Run 1, routing congestion:
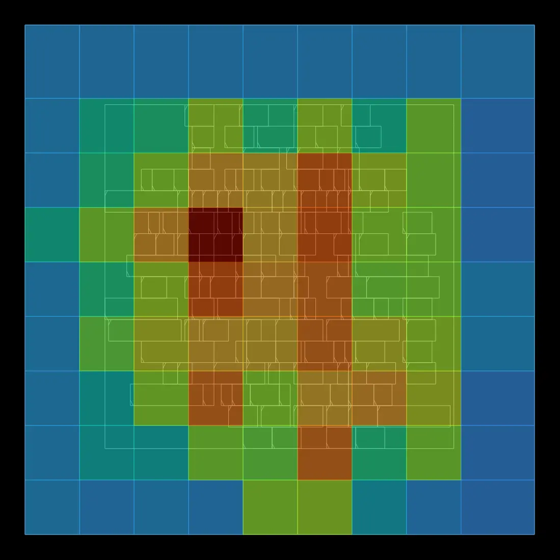
Run 1, placement density heat map:
Bar = 20 um. The die is cut into 6 by 6 equal tiles; black is low, pale yellow is high, 0 to 100% covered.
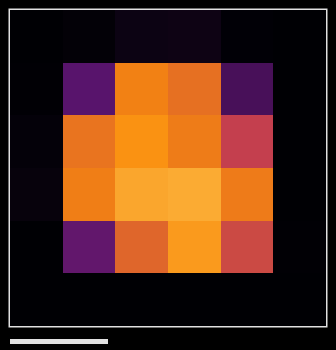
Run 1, placement by cell class:
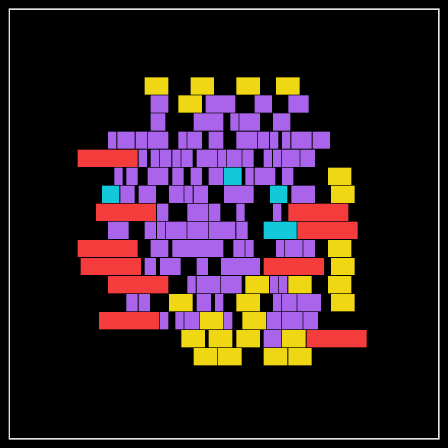
Run 1, power grid:
Bar = 20 um. Pins as bars on the die edge.
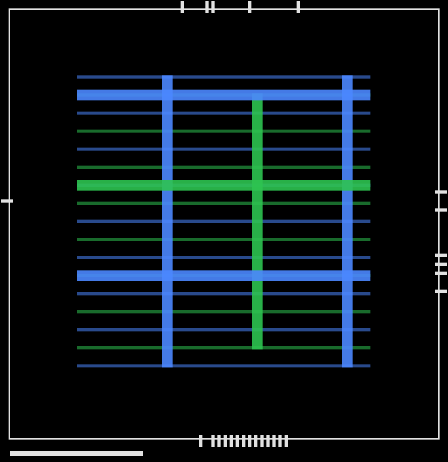
File: config.mk
export PLATFORM = sky130hd
export DESIGN_NAME = updown_counter_flat
export DESIGN_NICKNAME = d
export VERILOG_FILES = /design/src/rtl/updown_counter_if.sv /design/src/rtl/updown_counter.sv /design/src/flat_wrapper.sv
export SDC_FILE = /design/constraint.sdc
export NUM_CORES = 1
export LEC_CHECK = 0
export CORE_MARGIN = 10
export CORE_UTILIZATION = 45
export CTS_CLUSTER_DIAMETER = 80
export DETAILED_ROUTE_END_ITERATION = 7
export MAX_ROUTING_LAYER = met4
export PLACE_DENSITY = 0.83
export SETUP_SLACK_MARGIN = 0.1
export SYNTH_ARGS = -nofsm -noshare
export SYNTH_HDL_FRONTEND = slang
export SYNTH_SLANG_ARGS = --single-unit
File: constraint.sdc
create_clock -name clk -period 5.25 [get_ports clk]
set_input_delay 0.7875 -clock clk [delete_from_list [all_inputs] [get_ports clk]]
set_output_delay 0.7875 -clock clk [all_outputs]
set_load 0.05 [all_outputs]
File: src/rtl/updown_counter_if.sv
// -----------------------------------------------------------------------------
// updown_counter_if
// Bundles the control inputs and status outputs of updown_counter.
//   clk_en     : count enable
//   clear      : synchronous clear of count and sticky flag
//   load       : synchronous load of load_val (clamped to MAX)
//   load_val   : value to load
//   up_dn      : direction, 1 = up, 0 = down
//   wrap_en    : 1 = modulo mode, 0 = saturate mode
//   q          : registered count
//   tc         : combinational terminal-count level
//   wrap_pulse : registered single-cycle wrap indication
//   ovf        : registered sticky wrap/saturation flag
// master drives the controls; slave is the counter.
// -----------------------------------------------------------------------------
interface updown_counter_if #(
    parameter int WIDTH = 8
);
    logic             clk_en;
    logic             clear;
    logic             load;
    logic [WIDTH-1:0] load_val;
    logic             up_dn;
    logic             wrap_en;
    logic [WIDTH-1:0] q;
    logic             tc;
    logic             wrap_pulse;
    logic             ovf;

    modport master (
        output clk_en, clear, load, load_val, up_dn, wrap_en,
        input  q, tc, wrap_pulse, ovf
    );

    modport slave (
        input  clk_en, clear, load, load_val, up_dn, wrap_en,
        output q, tc, wrap_pulse, ovf
    );
endinterface

File: src/rtl/updown_counter.sv
// -----------------------------------------------------------------------------
// updown_counter
// Up/down counter over 0..MAX with wrap or saturate behaviour at the ends,
// a one-cycle wrap pulse and a sticky overflow flag.
// Ports:
//   clk     : clock, all state updates on the rising edge
//   reset_n : asynchronous active-low reset (q, wrap_pulse, ovf -> 0)
//   bus     : updown_counter_if slave (controls in, q/tc/wrap_pulse/ovf out)
// Parameters:
//   WIDTH : counter width in bits
//   MAX   : terminal count, 1 <= MAX <= 2^WIDTH-1
// -----------------------------------------------------------------------------
module updown_counter #(
    parameter int WIDTH = 8,
    parameter int MAX   = 8
) (
    input  logic              clk,
    input  logic              reset_n,
    updown_counter_if.slave   bus
);

    // Wide compare so that WIDTH up to 32 does not overflow the bound.
    localparam longint MAX_LEGAL = (longint'(1) << WIDTH) - 1;

    generate
        if (MAX < 1 || longint'(MAX) > MAX_LEGAL) begin : g_bad_max
            $error("updown_counter: MAX=%0d out of range 1..2^WIDTH-1 for WIDTH=%0d", MAX, WIDTH);
        end
    endgenerate

    localparam logic [WIDTH-1:0] MAX_V  = WIDTH'(MAX);
    localparam logic [WIDTH-1:0] ZERO_V = '0;
    localparam logic [WIDTH-1:0] ONE_V  = WIDTH'(1);

    logic [WIDTH-1:0] count_q, count_d;
    logic             wrap_q,  wrap_d;
    logic             ovf_q,   ovf_d;

    always_comb begin
        count_d = count_q;
        ovf_d   = ovf_q;
        wrap_d  = 1'b0;

        if (bus.clear) begin
            count_d = ZERO_V;
            ovf_d   = 1'b0;
        end else if (bus.load) begin
            count_d = (bus.load_val > MAX_V) ? MAX_V : bus.load_val;
        end else if (bus.clk_en) begin
            if (bus.up_dn) begin
                // Explicit end compare: the wrap to 0 never relies on
                // arithmetic overflow, so MAX = 2^WIDTH-1 behaves the same.
                if (count_q == MAX_V) begin
                    ovf_d = 1'b1;
                    if (bus.wrap_en) begin
                        count_d = ZERO_V;
                        wrap_d  = 1'b1;
                    end
                end else begin
                    count_d = count_q + ONE_V;
                end
            end else begin
                if (count_q == ZERO_V) begin
                    ovf_d = 1'b1;
                    if (bus.wrap_en) begin
                        count_d = MAX_V;
                        wrap_d  = 1'b1;
                    end
                end else begin
                    count_d = count_q - ONE_V;
                end
            end
        end
    end

    always_ff @(posedge clk or negedge reset_n) begin
        if (!reset_n) begin
            count_q <= ZERO_V;
            wrap_q  <= 1'b0;
            ovf_q   <= 1'b0;
        end else begin
            count_q <= count_d;
            wrap_q  <= wrap_d;
            ovf_q   <= ovf_d;
        end
    end

    assign bus.q          = count_q;
    assign bus.wrap_pulse = wrap_q;
    assign bus.ovf        = ovf_q;
    // Not gated by clk_en: reflects the end the counter is heading for.
    assign bus.tc         = bus.up_dn ? (count_q == MAX_V) : (count_q == ZERO_V);

endmodule

File: src/flat_wrapper.sv
// flat-port wrapper written by rule: the top's interface ports become plain ports
module updown_counter_flat 
#(
    parameter int WIDTH = 8,
    parameter int MAX   = 8
)
  (clk, reset_n, bus_clk_en, bus_clear, bus_load, bus_load_val, bus_up_dn, bus_wrap_en, bus_q, bus_tc, bus_wrap_pulse, bus_ovf);
  updown_counter_if #(.WIDTH(WIDTH)) bus_i ();
  input  logic clk;
  input  logic reset_n;
  input wire logic [$bits(bus_i.clk_en)-1:0] bus_clk_en;
  input wire logic [$bits(bus_i.clear)-1:0] bus_clear;
  input wire logic [$bits(bus_i.load)-1:0] bus_load;
  input wire logic [$bits(bus_i.load_val)-1:0] bus_load_val;
  input wire logic [$bits(bus_i.up_dn)-1:0] bus_up_dn;
  input wire logic [$bits(bus_i.wrap_en)-1:0] bus_wrap_en;
  output wire logic [$bits(bus_i.q)-1:0] bus_q;
  output wire logic [$bits(bus_i.tc)-1:0] bus_tc;
  output wire logic [$bits(bus_i.wrap_pulse)-1:0] bus_wrap_pulse;
  output wire logic [$bits(bus_i.ovf)-1:0] bus_ovf;
  assign bus_i.clk_en = bus_clk_en;
  assign bus_i.clear = bus_clear;
  assign bus_i.load = bus_load;
  assign bus_i.load_val = bus_load_val;
  assign bus_i.up_dn = bus_up_dn;
  assign bus_i.wrap_en = bus_wrap_en;
  assign bus_q = bus_i.q;
  assign bus_tc = bus_i.tc;
  assign bus_wrap_pulse = bus_i.wrap_pulse;
  assign bus_ovf = bus_i.ovf;
  updown_counter #(.WIDTH(WIDTH), .MAX(MAX)) u_core (.clk(clk), .reset_n(reset_n), .bus(bus_i));
endmodule
==> results.tsv, run 1 <==
metric	value	unit
worst_setup_hold_path_clk_slew	0.06	ns
nWellTaps	27	
initial_antenna_violation_count	0	
combinational_cell_area_excluding_buffers_and_inverters	581	um^2
pre_cts_ws	1.40	ns
regToRegStartpoint	u_core.bus.q[0]$_DFFE_PN0P_	
globalRoute.busiestLayer	met2	
placed_area	1140	um^2
rsz0062_at_grt	no	
clk_share	0.0308	
timing.final.crit_period	3.86	ns
worstPathCellList	clkdlybuf4s50_1 > xor2_1 > nor3_1 > clkdlybuf4s50_1	
antenna_cells	0	
clock_net_power	0.0000679	W
kind_of_path_behind_the_tightest_hold_check	reg -> reg	
power.net_switching	0.0000919	W
simple_gate_area_share	0.261	
timing_max_transition_violations_final	0	
clock_buffers	4	
dieArea	4160	um^2
grt_pass1_vias	970	
critical-path-top-cell-by-count	sky130_fd_sc_hd__clkdlybuf4s50_1	
comb-cell-share	0.493	
layout.cells.most_common_list	sky130_fd_sc_hd__clkdlybuf4s50_1 (25), sky130_fd_sc_hd__nor2_1 (11), sky130_fd_sc_hd__dfrtp_1 (10)	
timing.critical_path.fanout_max	13	
comb.multi_input.count	87	
status	finished clean	
start_kind	primary input	
cts.hold.buffers_added	0	
gp_congestion	0.872	
synthesis.instances	111	
log.warning_count	28	
critical_path_depth_in_cells	4	
synthDistinctLibCells	44	
grtUsageMet1	0.153	
routed-via-count	992	
critPathArrivalTime	3.08	ns
finalNetCount	152	
timing.critical_path.slowest_cell_delay	0.90	ns
slew_headroom	0.567	
fin_ws	1.39	ns
power_leakage	0.482	nW
drtIter0Drc	53	
grt_remaining_overflow	0	
residual_drc	0	
cts_buffer_depth	2	
timing.hold.worst.start	u_core.bus.ovf$_DFFE_PN0P_	
timing.max_cap.violations	0	
yosys_most_used_dff	sky130_fd_sc_hd__dfrtp_1	
synth_adder_area_share	0.0421	
met3WireLength	179	um
gr-usage-all-layers	0.134	
max_clock_freq	259	MHz
power.combinational.fraction	0.382	
timing.clock.skew	0.00366	ns
cells_resized_by_post_cts_repair	0	
wire_length_of_the_first_global_routing_pass	4570	um
final_antenna_net_count	0	
clock_power_share	0.266	
postSynthSeqShare	0.281	
top_power_group	combinational logic	
cp-startpoint	bus_up_dn	
worstRegToRegCells	7	
yosys-dominant-comb-family	AND-OR/OR-AND gates	
tns	0	ns
top_cell	sky130_fd_sc_hd__nor2_1	
dp.final_hpwl	2160	um
timing.final.hold_violations	0	
seq_power_share	0.352	
hold-path-cell-count	2	
postSynth.asyncResetShare	1.00	
avgRoutedWirePerCell	16.7	um
ys_cells	111	
ctsRootBufferMaster	sky130_fd_sc_hd__clkbuf_4	
powerSeq	0.0000897	W
switching_share_of_power	0.360	
largest_register_ffs	8	
routed_via_density	6.20	
xor_area_frac	0.0295	
detail_route.wirelength	2680	um
drt_pre_antenna_iters	4	
powerDensity	217	nW/um^2
whs	0.528	ns
route.top_layer_used	met4	
global_route.usage.met2	0.235	
synthMuxAreaShare	0.0112	
num_io_pins	26	
cts_made_buffers	3	
pwr.group.combinational	0.0000975	W
yosysTopAreaCell	sky130_fd_sc_hd__dfrtp_1	
top_area_cell_class	logic gates	
mostFrequentLayoutCell	sky130_fd_sc_hd__clkdlybuf4s50_1	
final_min_period_over_clock_period	0.736	
internal_power	0.000163	W
total_power	0.000255	W
## Picture notes: 'routing congestion'
met3 demand-to-capacity share in global routing: 0.0412
share of the core filled with cells in the final layout: 0.613

## Picture notes: 'placement density heat map'
nearly empty tiles: 50%
tiles over 75% full: 11%
emptiest ninth of the die: upper right
densest ninth of the die: center
starting utilization of the core area: 0.464
standard cell core area: 1920 um^2

## Picture notes: 'placement by cell class'
legend:
  clock drivers and dummy loads:
    color: cyan
    cells: 4
    share_of_their_area: 3.2%
  flops:
    color: red
    cells: 10
    share_of_their_area: 22%
  combinational and other logic:
    color: purple
    cells: 94
    share_of_their_area: 53%
  other buffers and delay cells:
    color: yellow
    cells: 25
    share_of_their_area: 22%
cell area after layout: 1180 um^2
fraction of area in registers: 0.213
standard-cell rows: 16

## Picture notes: 'power grid'
legend:
  VDD:
    color: green
  VSS:
    color: blue
signal pins: 26
met4 straps: 3
die x size: 64.5 um
die height: 64.5 um
VDD IR max: 0.000157 V

Run 1, wires at chosen ports, followed through buffers:
Bar = 20 um.
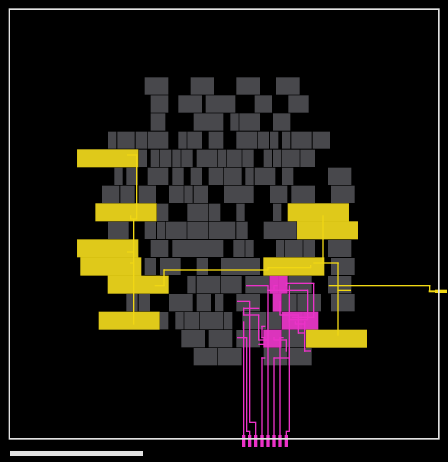

==> run 1 -> run 2 <==
--- a/config.mk
+++ b/config.mk
@@ -6,11 +6,11 @@
 export NUM_CORES = 1
 export LEC_CHECK = 0
 export CORE_MARGIN = 10
-export CORE_UTILIZATION = 45
+export CORE_UTILIZATION = 42
 export CTS_CLUSTER_DIAMETER = 80
 export DETAILED_ROUTE_END_ITERATION = 7
 export MAX_ROUTING_LAYER = met4
-export PLACE_DENSITY = 0.83
+export PLACE_DENSITY = 0.81
 export SETUP_SLACK_MARGIN = 0.1
 export SYNTH_ARGS = -nofsm -noshare
 export SYNTH_HDL_FRONTEND = slang
==> constraint.sdc (replaced) <==
create_clock -name clk -period 3.4 [get_ports clk]
set_input_delay 0.51 -clock clk [delete_from_list [all_inputs] [get_ports clk]]
set_output_delay 0.51 -clock clk [all_outputs]
set_load 0.05 [all_outputs]
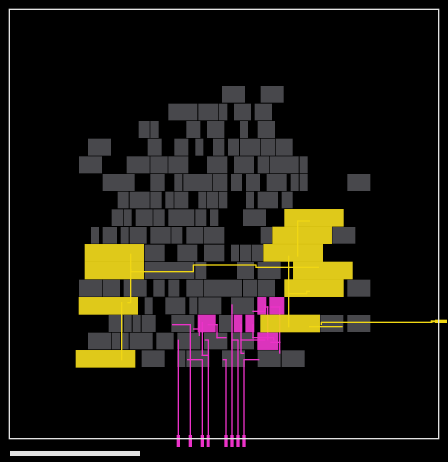
Run 2: wires at chosen ports, followed through buffers
Bar = 20 um.
legend:
  reset_n:
    color: yellow
    bits: 1
    direction: input
    edge: right
    end_cells: 10
    buffers: 1
    wire: 92.5 um
  bus_load_val:
    color: magenta
    bits: 8
    direction: input
    edge: bottom
    end_cells: 6
    buffers: 8
    wire: 173 um
tally of buffers added on design ports: 25
io pins: 26

==> results.tsv, run 2 <==
metric	value	unit
yosys-dominant-comb-family	AND-OR/OR-AND gates	
yosys_most_used_dff	sky130_fd_sc_hd__dfrtp_1	
grtUsageMet1	0.153	
timing.critical_path.fanout_max	15	
whs	0.508	ns
met3WireLength	167	um
timing.final.hold_violations	0	
timing.max_cap.violations	0	
fp-row-count	16	
comb.multi_input.count	87	
top_cell	sky130_fd_sc_hd__nor2_1	
total_power	0.000392	W
switching_share_of_power	0.357	
log.warning_count	28	
clock_net_power	0.000104	W
global_route.usage.met2	0.202	
worstPathCellList	or4_4 > nor3_1 > buf_4	
cts.hold.buffers_added	0	
grt_pass1_vias	866	
wire_length_of_the_first_global_routing_pass	4300	um
worst_setup_hold_path_clk_slew	0.06	ns
power.net_switching	0.000140	W
top_area_cell_class	logic gates	
drt_pre_antenna_iters	5	
yosysTopAreaCell	sky130_fd_sc_hd__dfrtp_1	
fin_ws	0.749	ns
cells_resized_by_post_cts_repair	0	
post-route-cell-area	1180	um^2
internal_power	0.000252	W
synthesis.instances	111	
postSynth.asyncResetShare	1.00	
seq_power_share	0.355	
synthMuxAreaShare	0.0112	
pwr.group.combinational	0.000149	W
timing.hold.worst.start	u_core.bus.ovf$_DFFE_PN0P_	
routed-via-count	955	
timing.critical_path.slowest_cell_delay	0.62	ns
final_util	0.597	
synth_adder_area_share	0.0421	
worstRegToRegCells	7	
kind_of_path_behind_the_tightest_hold_check	reg -> reg	
xor_area_frac	0.0295	
postSynthSeqShare	0.281	
timing_max_transition_violations_final	0	
timing.clock.skew	0.00225	ns
combinational_cell_area_excluding_buffers_and_inverters	581	um^2
nWellTaps	27	
pre_cts_ws	0.940	ns
grt_remaining_overflow	0	
final_min_period_over_clock_period	0.780	
route.top_layer_used	met4	
power.combinational.fraction	0.380	
gp_congestion	0.907	
antenna_cells	0	
cp-startpoint	u_core.bus.q[2]$_DFFE_PN0P_	
regToRegStartpoint	u_core.bus.q[0]$_DFFE_PN0P_	
max_clock_freq	377	MHz
layout.cells.most_common_list	sky130_fd_sc_hd__clkdlybuf4s50_1 (24), sky130_fd_sc_hd__nor2_1 (11), sky130_fd_sc_hd__dfrtp_1 (10)	
grt_util_met3	0.0458	
status	finished clean	
detail_route.wirelength	2590	um
comb-cell-share	0.491	
dieArea	4360	um^2
start_kind	register	
seq-cell-share	0.212	
avgRoutedWirePerCell	16.1	um
final_antenna_net_count	0	
clock_buffers	4	
synthDistinctLibCells	44	
top_power_group	combinational logic	
slew_headroom	0.540	
peakVddDrop	0.000369	V
hold-path-cell-count	2	
mostFrequentLayoutCell	sky130_fd_sc_hd__clkdlybuf4s50_1	
gr-usage-all-layers	0.126	
fp-utilization	0.449	
power_leakage	0.488	nW
finalNetCount	153	
ys_cells	111	
routed_via_density	5.93	
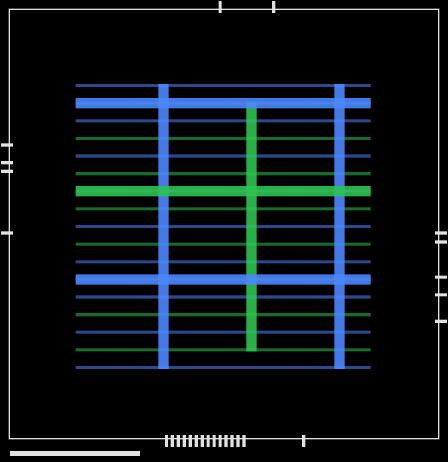
Run 2: power grid
Bar = 20 um. Pins as bars on the die edge.
legend:
  VDD:
    color: green
  VSS:
    color: blue
met4 straps: 3
met5 straps: 3
signal pins: 26
met1 rails: 17
standard cell core area: 1980 um^2
die height: 66.1 um
die x size: 66.1 um

